<file path="config.mk">
export PLATFORM = sky130hd
export DESIGN_NAME = fetch_unit
export DESIGN_NICKNAME = d
export VERILOG_FILES = /design/src/rtl/fetch_unit.sv
export SDC_FILE = /design/constraint.sdc
export NUM_CORES = 1
export LEC_CHECK = 0
export CORE_ASPECT_RATIO = 0.75
export CORE_UTILIZATION = 45
export DETAILED_ROUTE_END_ITERATION = 10
export PLACE_DENSITY = 0.69
export SLEW_MARGIN = 20
export SYNTH_ARGS = -nofsm -noshare
export SYNTH_HDL_FRONTEND = slang
export SYNTH_SLANG_ARGS = --single-unit
</file>
<file path="constraint.sdc">
create_clock -name clk_i -period 12.88 [get_ports clk_i]
set_input_delay 2.576 -clock clk_i [delete_from_list [all_inputs] [get_ports clk_i]]
set_output_delay 2.576 -clock clk_i [all_outputs]
set_load 0.005 [all_outputs]
</file>
<file path="src/rtl/fetch_unit.sv">
// fetch_unit: holds the PC, issues word requests under a credit limit, pairs in-order
// responses with their fetch addresses and buffers them for the instruction FIFO.
module fetch_unit #(
  parameter int               XLEN            = 32,
  parameter logic [XLEN-1:0]  RESET_PC        = 32'h1000_0000,
  parameter int               MAX_OUTSTANDING = 2
) (
  input  logic            clk_i,
  input  logic            rst_ni,
  input  logic            redirect_i,
  input  logic [XLEN-1:0] redirect_pc_i,
  input  logic            fetch_ready_i,
  output logic            imem_req_o,
  output logic [XLEN-1:0] imem_addr_o,
  input  logic            imem_gnt_i,
  input  logic            imem_rvalid_i,
  input  logic [XLEN-1:0] imem_rdata_i,
  output logic            out_valid_o,
  output logic [XLEN-1:0] out_addr_o,
  output logic [XLEN-1:0] out_instr_o,
  output logic            clear_o
);
  localparam int PW = $clog2(MAX_OUTSTANDING);
  localparam int CW = PW + 1;
  typedef enum logic [1:0] {BOOT, RUN, DRAIN} state_t;
  state_t          state, state_d;
  logic [XLEN-1:0] pc;
  logic [XLEN-1:0] aq [MAX_OUTSTANDING];
  logic [XLEN-1:0] rb_addr [MAX_OUTSTANDING];
  logic [XLEN-1:0] rb_data [MAX_OUTSTANDING];
  logic [PW-1:0]   aq_wr, aq_rd, rb_wr, rb_rd;
  logic [CW-1:0]   rb_cnt, inflight, discard_cnt, discard_d;
  logic            grant, live, drop, pop;
  logic            unused_pc_bit0;
  assign unused_pc_bit0 = redirect_pc_i[0];
  assign imem_req_o  = (state != BOOT) && (inflight + rb_cnt < CW'(MAX_OUTSTANDING)) && !redirect_i;
  assign imem_addr_o = (state == BOOT) ? '0 : {pc[XLEN-1:2], 2'b00};
  assign grant       = imem_req_o & imem_gnt_i;
  // stale responses are consumed first; an rvalid with nothing outstanding is ignored
  assign drop        = imem_rvalid_i && (discard_cnt != '0);
  assign live        = imem_rvalid_i && (discard_cnt == '0) && (inflight != '0);
  assign out_valid_o = rb_cnt != '0;
  assign pop         = out_valid_o & fetch_ready_i;
  assign out_addr_o  = out_valid_o ? rb_addr[rb_rd] : '0;
  assign out_instr_o = out_valid_o ? rb_data[rb_rd] : '0;
  assign clear_o     = redirect_i;
  always_comb begin
    discard_d = redirect_i ? discard_cnt + inflight - CW'(drop | live) : discard_cnt - CW'(drop);
    state_d   = (discard_d != '0) ? DRAIN : RUN;
  end
  always_ff @(posedge clk_i or negedge rst_ni) begin
    if (!rst_ni) begin
      state       <= BOOT;
      pc          <= RESET_PC;
      aq_wr       <= '0;
      aq_rd       <= '0;
      rb_wr       <= '0;
      rb_rd       <= '0;
      rb_cnt      <= '0;
      inflight    <= '0;
      discard_cnt <= '0;
    end else begin
      state       <= state_d;
      discard_cnt <= discard_d;
      if (redirect_i) begin
        pc       <= {redirect_pc_i[XLEN-1:1], 1'b0};
        aq_wr    <= '0;
        aq_rd    <= '0;
        rb_wr    <= '0;
        rb_rd    <= '0;
        rb_cnt   <= '0;
        inflight <= '0;
      end else begin
        if (grant) begin
          pc    <= {pc[XLEN-1:2], 2'b00} + XLEN'(4);
          aq_wr <= aq_wr + 1'b1;
        end
        if (live) begin
          aq_rd <= aq_rd + 1'b1;
          rb_wr <= rb_wr + 1'b1;
        end
        if (pop) rb_rd <= rb_rd + 1'b1;
        inflight <= inflight + CW'(grant) - CW'(live);
        rb_cnt   <= rb_cnt + CW'(live) - CW'(pop);
      end
    end
  end
  always_ff @(posedge clk_i) begin
    if (grant) aq[aq_wr] <= pc;
    if (live) begin
      rb_addr[rb_wr] <= aq[aq_rd];
      rb_data[rb_wr] <= imem_rdata_i;
    end
  end
endmodule

</file>
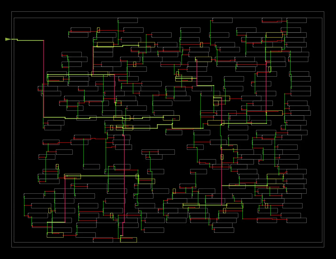
Fig. 1. Clock wiring as the flow saved it.
Clock Buffer Count: 33
flop count: 231
total CTS buffers: 23
# clock sinks: 231

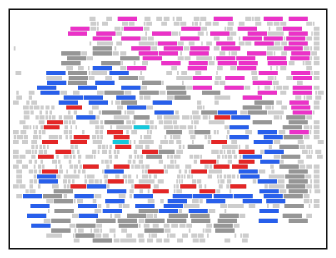
Fig. 2. Sequential cells coloured by netlist name.
Other sequential cells in the stronger grey, the rest of the logic in the fainter grey.
`rb_data` -> magenta  # flops 64
`pc` -> red  # flops 31
`discard_cnt` -> cyan  # flops 2
`aq` -> blue  # flops 62

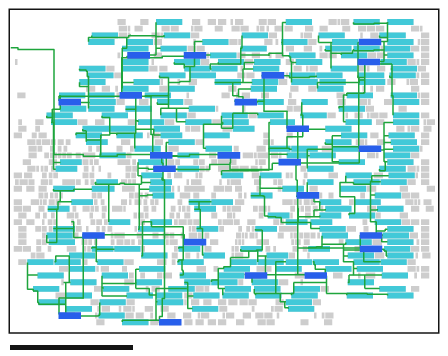
Fig. 3. Routed clock nets over the placement.
Bar = 50 microns.
clock wires -> green  # length 2620 microns
flip-flops -> cyan  # count 231
cells driving clock nets -> blue  # count 23
flops lie = all over the die
routed clock nets = 24

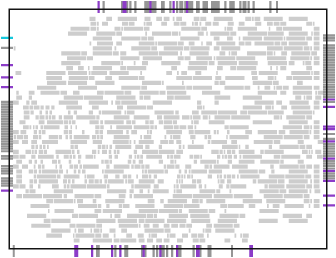
Fig. 4. Pin placement.
Pins as bars across the die edge, other pins in grey.
`out_addr_o` -> purple  # pins 32, direction output, edge 12 bottom, 10 right, 6 top, 4 left
`clk_i` -> cyan  # pins 1, direction input, edge left

==> results_dict.tcl <==
# collected from the flow reports
set metrics [dict create \
    syn_area_sq_mm 0.01004 \
    fp.dieW_microns 174.5 \
    yosysTopAreaCell "edfxtp_1" \
    hold_depth 0 \
    layout_top_cells "edfxtp_1 (188), clkdlybuf4s50_1 (162), nor2_1 (87)" \
    fin_ws_ns 6.673 \
    whs_endpoint "aq[1][1]" \
    p_per_area_mw_per_mm2 172.7 \
    ys_chip_area_sq_mm 0.01004 \
    gr-total-overflow 0 \
    pre_cts_slack_ns 6.659 \
    floorplanUtilization_pct 46.65 \
    dr.pass1.iters 5 \
    cts_max_path_buffers 3 \
    clk_latency_ns 0.50 \
    grt_pass1_wl_microns 33890 \
    outcome "complete, no violations" \
    grt_setup_unrepaired "false" \
    grt_max_degree 64 \
    drc_errors 0 \
    end_kind "primary output" \
    yosys_warnings 0 \
    nNetsFinal 968 \
    fin_crit_ns 6.207 \
    diodes 0 \
    std_cell_rows 46 \
    synth_cell_type_count 53 \
    setup_tns_ns 0 \
    grt_antenna_before_repair 0 \
    grt_usage_pct 18.77 \
    crit_path_cell_trace "buf_2, buf_4, nor2_1, clkdlybuf4s50_1" \
    p_total_w 0.002176 \
    gp_congestion 0.7645 \
    drt_iter0_markers 521 \
    peakVddDrop_mv 0.1034 \
    cts_root_buf "clkbuf_16" \
    synthArstFlopShare_pct 18.61 \
    ys_ff 231 \
    top_cell_area_share_pct 56.22 \
    via_per_inst 5.402 \
    criticalPathCategory "in2out" \
    hold_class "reg2reg" \
    ant_nets 0 \
    cpPeakStageDelay_ns 0.52 \
    crit_slowest_cell "clkdlybuf4s50_1" \
    max_freq_mhz 161.1 \
    finalSetupViolations 0 \
    cts_tree "built" \
    hold_path_startpoint "pc[1]" \
    arrival_ns 3.63 \
    ys_seq_share_pct 66.95 \
    cts_setup_buffers 0 \
    worstSetupStartpointType "input pin" \
    area_leaders "edfxtp_1 (56%), dfrtp_1 (10%), mux2i_1 (6.5%)" \
    portBuffers 164 \
    period_used_pct 48.19 \
    dr_total_vias 6439 \
    post_cts_resized 0 \
    holdBufCountCts 0 \
    reg2reg_to "rb_addr[0][20]" \
    dieArea_sq_mm 0.02292 \
    edf_count 188 \
    reg2regPathDepth 5 \
    layout_top_cell "edfxtp_1" \
    wl_per_cell_microns 18.15 \
    drv_slew 0 \
    tool_warnings 27 \
    dp_hpwl_microns 13790 \
    tightestPinTransition_ns 1.142 \
    synthToLayoutAreaGrowth_pct 25.47 \
    critPathRequiredTime_ns 10.30 \
    r2r_start "inflight[0]" \
    grt_pass1_vias 6164 \
    fp.dieH_microns 131.4 \
    hold_viol_final 0 \
    path_clk_slew_ns 0.06 \
    core_area_sq_mm 0.02153 \
    h-tree-depth 1 \
    drt_wl_total_microns 21630 \
    ys_cells 736 \
    avgSynthCellArea_sq_um 13.64 \
    cp_max_fo 37 \
    p_leak_nw 4.184 \
    drive_gt1_share_pct 9.403 \
    rrSetupSlack_ns 9.97 \
    drv_cap 0 \
    num_io_pins 169 \
    synthCells 736 \
    synth-main-ff-cell "edfxtp_1" \
    max-slew-margin-rel_pct 23.25 \
    fillers 1703 \
    fin_skew_ns 0.01224 \
]
==> how the worst max path moves through the flow <==
stage	from	slack [ns]	end
after global placement	redirect_i	6.67	imem_req_o
after detailed placement	redirect_i	6.66	imem_req_o
after CTS	redirect_i	6.66	imem_req_o
after floorplan	imem_rvalid_i	6.55	rb_addr[0][10]
final	redirect_i	6.67	imem_req_o
after global routing	redirect_i	6.61	imem_req_o
==> registers in the layout, summed over array words and instances (netlist names) <==
register / flops
inflight: 2
rb_wr: 1
state: 2
rb_data: 64
rb_addr: 62
aq_rd: 1
discard_cnt: 2
aq: 62
aq_wr: 1
rb_rd: 1
pc: 31
rb_cnt: 2
==> power by group <==
group	leakage, nW	internal [W]	switching [W]	total, W
clock	0.306	0.000329	0.000262	0.000591
combinational	1.69	0.000309	0.000309	0.000619
sequential	2.18	0.000903	0.0000626	0.000966
==> critical path: cells and delay by family <==
family        cells  cell delay [ns]
buf+inv           3             0.86
simple gates      1             0.18
==> cell type report <==
class / instances / area, sq um / area share [%]
Clock buffer: 33 / 613.1 / 4.866
Tap cell: 288 / 360.3 / 2.860
Inverter: 13 / 48.80 / 0.3873
Clock inverter: 6 / 31.28 / 0.2483
Timing Repair Buffer: 173 / 1699 / 13.49
Multi-Input combinational cell: 448 / 3119 / 24.76
Sequential cell: 231 / 6726 / 53.39
==> routing by layer <==
layer  track usage, %  vias to the layer above  share of wire [%]
li1                 -                     3053                  -
met1            27.52                     3145                 47
met2            29.22                      214                 46
met3            3.588                       27                6.5
met4            3.606                        0                1.4
met5                0                        -                  0
==> cell families after synthesis <==
family	share of synthesized area [%]
adders and majority gates	0.9969
and+or+nand+nor	13.31
buffers and inverters	2.442
DFF	66.95
AOI/OAI and AO/OA	5.134
other	0.03735
muxes	10.11
xor gates and xnor gates	1.022
==> synth_stat cells (2+ instances only) <==
cell type,number
o211ai_1,3
o21a_1,4
o21ai_1,11
a221o_1,2
buf_4,4
clkbuf_1,24
buf_2,7
or3_1,2
a22oi_1,9
mux2_2,31
nor3_1,11
inv_1,12
o31ai_1,5
nor4_1,6
ha_1,8
a22o_1,4
dfrtp_1,42
o21ai_0,14
nor3b_1,4
nand4_1,16
nand3_1,37
nand2_1,16
edfxtp_1,188
or4b_1,3
a221oi_2,4
xor2_1,2
a21oi_1,7
xnor2_1,7
buf_1,11
nor4_2,2
and2_1,3
a31oi_1,6
or4_1,8
nor2_1,92
mux2i_1,65
nor2b_1,48
and3_1,2
==> through the flow <==
stage	area [sq um]	hold slack, ns	std cells	utilization, %
2_1_floorplan	10050	0.4357	738	-
3_3_place_gp	11950	0.4477	1153	55.53
3_5_place_dp	11950	0.4565	1153	55.53
4_1_cts	12600	0.4710	1192	58.53
5_1_grt	12600	0.4821	1192	58.53
6_report	12600	0.4644	1192	58.53
Power figures rest on the tool's default switching activity, not on a simulated workload.
